==> config.mk <==
export PLATFORM = sky130hd
export DESIGN_NAME = console_scan_seq
export DESIGN_NICKNAME = d
export VERILOG_FILES = /design/src/rtl/console_scan_seq.sv
export SDC_FILE = /design/constraint.sdc
export NUM_CORES = 1
export LEC_CHECK = 0
export ABC_AREA = 1
export CORE_ASPECT_RATIO = 1.25
export CORE_MARGIN = 3
export CORE_UTILIZATION = 35
export CTS_CLUSTER_SIZE = 24
export DETAILED_ROUTE_END_ITERATION = 8
export PLACE_DENSITY = 0.66
export REMOVE_ABC_BUFFERS = 1
export SLEW_MARGIN = 25
export SYNTH_ARGS = -nofsm -noshare
export SYNTH_HDL_FRONTEND = slang
export SYNTH_SLANG_ARGS = --single-unit
==> constraint.sdc <==
create_clock -name clk -period 2 [get_ports clk]
set_input_delay 0.4 -clock clk [delete_from_list [all_inputs] [get_ports clk]]
set_output_delay 0.4 -clock clk [all_outputs]
set_load 0.005 [all_outputs]
==> src/rtl/console_scan_seq.sv <==
// Console scan sequencer: walks enabled channels row by row and requests a scan for each one.
// Optional WAIT watchdog with sticky per-channel error flags is enabled by CONSOLE_SCAN_TIMEOUT_EN.
module console_scan_seq #(
    parameter int ADDR_W      = 11,
    parameter int TOP_ADDR    = 512,
    parameter int STEP        = 8,
    parameter int CH_NUM      = 4,
    parameter int TIMEOUT_CYC = 1023
) (
    input  logic                                           clk,
    input  logic                                           rst,
    input  logic                                           i_console_en,
    input  logic [CH_NUM-1:0]                              i_ch_en,
    input  logic                                           i_single_shot,
    input  logic                                           i_err_clr,
    input  logic                                           i_done_scan,
    output logic                                           o_start_scan,
    output logic [ADDR_W-1:0]                              om_base_addr,
    output logic [((CH_NUM > 1) ? $clog2(CH_NUM) : 1)-1:0] om_ch_sel,
    output logic                                           o_sweep_done,
    output logic                                           o_busy,
    output logic [CH_NUM-1:0]                              o_timeout_err
);

    localparam int CH_W = (CH_NUM > 1) ? $clog2(CH_NUM) : 1;
    localparam logic [ADDR_W:0] STEP_X = (ADDR_W + 1)'(STEP);
    localparam logic [ADDR_W:0] TOP_X  = (ADDR_W + 1)'(TOP_ADDR);

    typedef enum logic [1:0] {ST_IDLE, ST_WAIT, ST_NEXT, ST_HOLD} state_t;

    state_t state;

    function automatic logic [CH_W-1:0] lowest_ch(input logic [CH_NUM-1:0] mask);
        logic [CH_W-1:0] r;
        r = '0;
        for (int i = CH_NUM - 1; i >= 0; i--) begin
            if (mask[i]) r = CH_W'(i);
        end
        return r;
    endfunction

    // MSB flags that an enabled channel exists above cur; low bits give the nearest one.
    function automatic logic [CH_W:0] next_above(input logic [CH_NUM-1:0] mask,
                                                 input logic [CH_W-1:0]   cur);
        logic [CH_W:0] r;
        r = '0;
        for (int i = CH_NUM - 1; i >= 0; i--) begin
            if (mask[i] && (i > int'(cur))) r = {1'b1, CH_W'(i)};
        end
        return r;
    endfunction

    logic [CH_W:0]   above;
    logic [CH_W-1:0] low_ch;
    logic [ADDR_W:0] addr_sum;
    logic            addr_wrap;
    logic            timeout_hit;

    assign above     = next_above(i_ch_en, om_ch_sel);
    assign low_ch    = lowest_ch(i_ch_en);
    assign addr_sum  = {1'b0, om_base_addr} + STEP_X;
    assign addr_wrap = (addr_sum >= TOP_X);

`ifdef CONSOLE_SCAN_TIMEOUT_EN
    localparam int CNT_W = (TIMEOUT_CYC > 1) ? $clog2(TIMEOUT_CYC + 1) : 1;

    logic [CNT_W-1:0] wait_cnt;

    assign timeout_hit = (state == ST_WAIT) && !i_done_scan &&
                         (wait_cnt == CNT_W'(TIMEOUT_CYC - 1));

    // Counter restarts on every WAIT entry; a new timeout beats a simultaneous clear.
    always_ff @(posedge clk) begin
        if (rst) begin
            wait_cnt      <= '0;
            o_timeout_err <= '0;
        end else begin
            if ((state == ST_WAIT) && !i_done_scan && !timeout_hit)
                wait_cnt <= wait_cnt + 1'b1;
            else
                wait_cnt <= '0;
            o_timeout_err <= (i_err_clr ? '0 : o_timeout_err) |
                             (timeout_hit ? (CH_NUM'(1) << om_ch_sel) : '0);
        end
    end
`else
    logic unused_cfg;

    assign timeout_hit   = 1'b0;
    assign o_timeout_err = '0;
    assign unused_cfg    = &{1'b0, i_err_clr, TIMEOUT_CYC[0]};
`endif

    // Next address/channel is latched when WAIT exits, so o_sweep_done is already valid in NEXT.
    always_ff @(posedge clk) begin
        if (rst) begin
            state        <= ST_IDLE;
            o_start_scan <= 1'b0;
            om_base_addr <= '0;
            om_ch_sel    <= '0;
            o_sweep_done <= 1'b0;
            o_busy       <= 1'b0;
        end else begin
            o_start_scan <= 1'b0;
            o_sweep_done <= 1'b0;
            case (state)
                ST_IDLE: begin
                    if (i_console_en && (i_ch_en != '0)) begin
                        state        <= ST_WAIT;
                        om_base_addr <= '0;
                        om_ch_sel    <= low_ch;
                        o_start_scan <= 1'b1;
                        o_busy       <= 1'b1;
                    end
                end
                ST_WAIT: begin
                    if (i_done_scan || timeout_hit) begin
                        state <= ST_NEXT;
                        if (above[CH_W]) begin
                            om_ch_sel <= above[CH_W-1:0];
                        end else begin
                            om_ch_sel <= low_ch;
                            if (addr_wrap) begin
                                om_base_addr <= '0;
                                o_sweep_done <= 1'b1;
                            end else begin
                                om_base_addr <= addr_sum[ADDR_W-1:0];
                            end
                        end
                    end
                end
                ST_NEXT: begin
                    if (!i_console_en || (i_ch_en == '0)) begin
                        state  <= ST_IDLE;
                        o_busy <= 1'b0;
                    end else if (o_sweep_done && i_single_shot) begin
                        state <= ST_HOLD;
                    end else begin
                        state        <= ST_WAIT;
                        o_start_scan <= 1'b1;
                    end
                end
                ST_HOLD: begin
                    if (!i_console_en) begin
                        state  <= ST_IDLE;
                        o_busy <= 1'b0;
                    end
                end
                default: begin
                    state  <= ST_IDLE;
                    o_busy <= 1'b0;
                end
            endcase
        end
    end

endmodule
port_nets.png
Scale bar: 20 um.
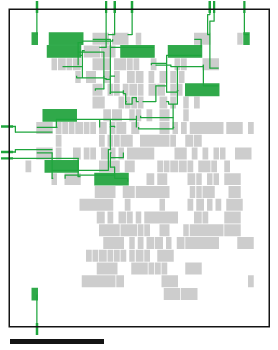
green -> om_base_addr  # direction output, edge 7 north, 3 west, 1 south, end cells 11, buffers 8, wire 349 um

final_placement.png
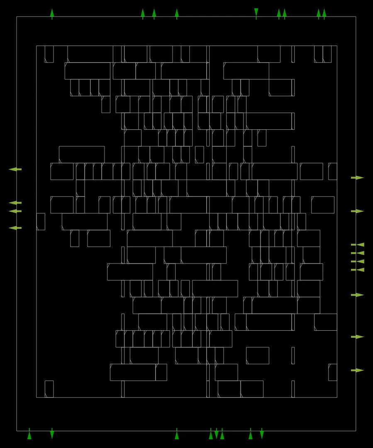
TAP cells: 34
# rows: 21

==> flow_summary.json <==
{
  "gr-usage-met2": 0.246,
  "ant_nets": 0,
  "ys_sh_aoi": 0.136,
  "ff_type": "dfxtp_1",
  "met3_length_um": 110,
  "power_leakage_nw": 0.619,
  "place_ws_ps": 173,
  "setup_violations": 0,
  "wl_met2_um": 1140,
  "crit_path_max_fanout": 8,
  "syn_to_final_growth_pct": 24.7,
  "period_used_share": 0.847,
  "nNonClkInverters": 27,
  "mux_area_frac": 0,
  "xor_share": 0,
  "cts_tree": "done",
  "dp_hpwl_um": 1830,
  "power_frac_seq": 0.295,
  "worst_setup_path_start_kind": "register",
  "fp_util": 0.378,
  "comb_share": 0.470,
  "cts_resized": 0,
  "global_route.usage.met1": 0.173,
  "pwr-share-clk": 0.121,
  "vias": 1057,
  "warning_count": 29,
  "max_freq_mhz": 590,
  "drive_gt1_frac": 0.100,
  "finalSetupTns_ps": 0,
  "first_pass_iters": 4,
  "postCtsHoldBufs": 0,
  "crit_buf_inv": 3,
  "yosysWarnings": 0,
  "grt_max_degree": 10,
  "netlist.area_leader.share": 0.285,
  "place.gp.congestion": 0.848,
  "finalMaxSlewViolations": 0,
  "nets": 206,
  "finalClockSkew_ps": 6.58,
  "largestRegisters": "om_base_addr (8), om_ch_sel (2), state (2)",
  "cts_max_path_buffers": 2,
  "top_logic_kind": "simple AND/OR/NAND/NOR gates",
  "clk_latency_ps": 290,
  "status": "complete, no violations",
  "hold_path.startpoint": "om_base_addr[10]$_SDFFE_PP0P_",
  "critPathSlowestCell": "dfxtp_1",
  "synthesis.area_um2": 1050,
  "cp.required_ps": 2200,
  "grt_overflow": 0,
  "finalInstanceArea_um2": 1310,
  "buffers": 23,
  "die_h_um": 67.3,
  "io_pins": 30,
  "cap_violations": 0,
  "highest_layer": "met4",
  "grt_usage": 0.143,
  "critPathTopFamily": "buffers and inverters",
  "antenna_found_initial": 0,
  "ys_seq_frac": 0.285,
  "logic_gate_count": 121,
  "max_stage_delay_ps": 370,
  "synth_area_leader_cell": "dfxtp_1",
  "buffer_area_frac": 0.172,
  "grt_pass1_wl_um": 3990,
  "min_path_cells": 2,
  "min_period_ps": 1690,
  "cts_made_buffers": 3,
  "lay_top_cells": "nand2_1, inv_1, clkdlybuf4s50_1",
  "simple_gate_share": 0.366,
  "clkSinkCount": 15,
  "place_area_um2": 1290,
  "chip_area_um2": 3700,
  "port-buffer-count": 21,
  "n_fill_cell": 321,
  "synthTopCellsByArea": "dfxtp_1, nand2_1, inv_1, a21oi_1, ha_1",
  "h-tree-depth": 1,
  "busiest_layer": "met2",
  "worstRegToRegCells": 10,
  "die_w_um": 55.0,
  "post_synth_most_frequent_cells": "nand2_1, inv_1, dfxtp_1",
  "largest_reg_flops": 8,
  "largest_class": "logic gates",
  "antenna_cells": 0,
  "layout_setup_ws_ps": 306,
  "final_common_cell": "nand2_1",
  "intPower_mw": 0.799,
  "top_cell": "nand2_1",
  "ys_types": 25,
  "edf_count": 0,
  "wl_met1_um": 1030,
  "p_sw_mw": 0.674,
  "worstReg2RegStart": "state[1]$_SDFFE_PP0P_"
}
registers.png
Other sequential cells in the stronger gray, the rest of the logic in the fainter gray.
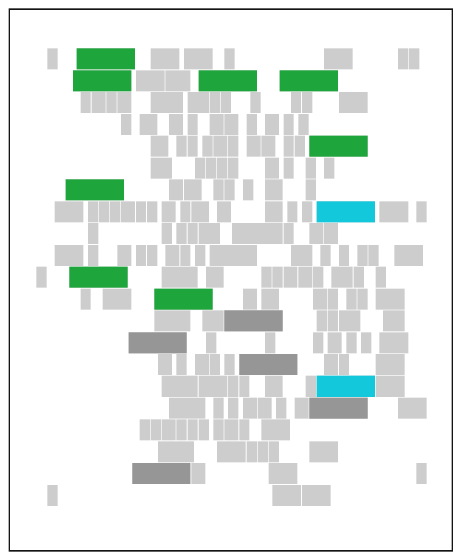
cyan -> om_ch_sel  # flops 2
green -> om_base_addr  # flops 8
not colored = 5
fin util: 0.471
Seq area share: 0.229
register area: 300 um2
Seq power: 0.434 mW

## worst min-delay path, stage by stage, from the launching register on
cell,delay (ps)
dfxtp_1,340
nand3_1,80
inv_1,40
## worst max path at each step
stage	slack [ps]	from	to
2_1_floorplan	540	state[1]$_SDFFE_PP0P_	om_base_addr[7]$_SDFFE_PP0P_
3_3_place_gp	180	i_ch_en[2]	om_base_addr[7]$_SDFFE_PP0P_
3_5_place_dp	170	i_ch_en[3]	om_base_addr[7]$_SDFFE_PP0P_
4_1_cts	300	om_base_addr[9]$_SDFFE_PP0P_	om_base_addr[9]
5_1_grt	110	state[1]$_SDFFE_PP0P_	om_base_addr[7]$_SDFFE_PP0P_
6_report	310	state[1]$_SDFFE_PP0P_	om_base_addr[6]$_SDFFE_PP0P_
Power and IR drop assume default switching activity.
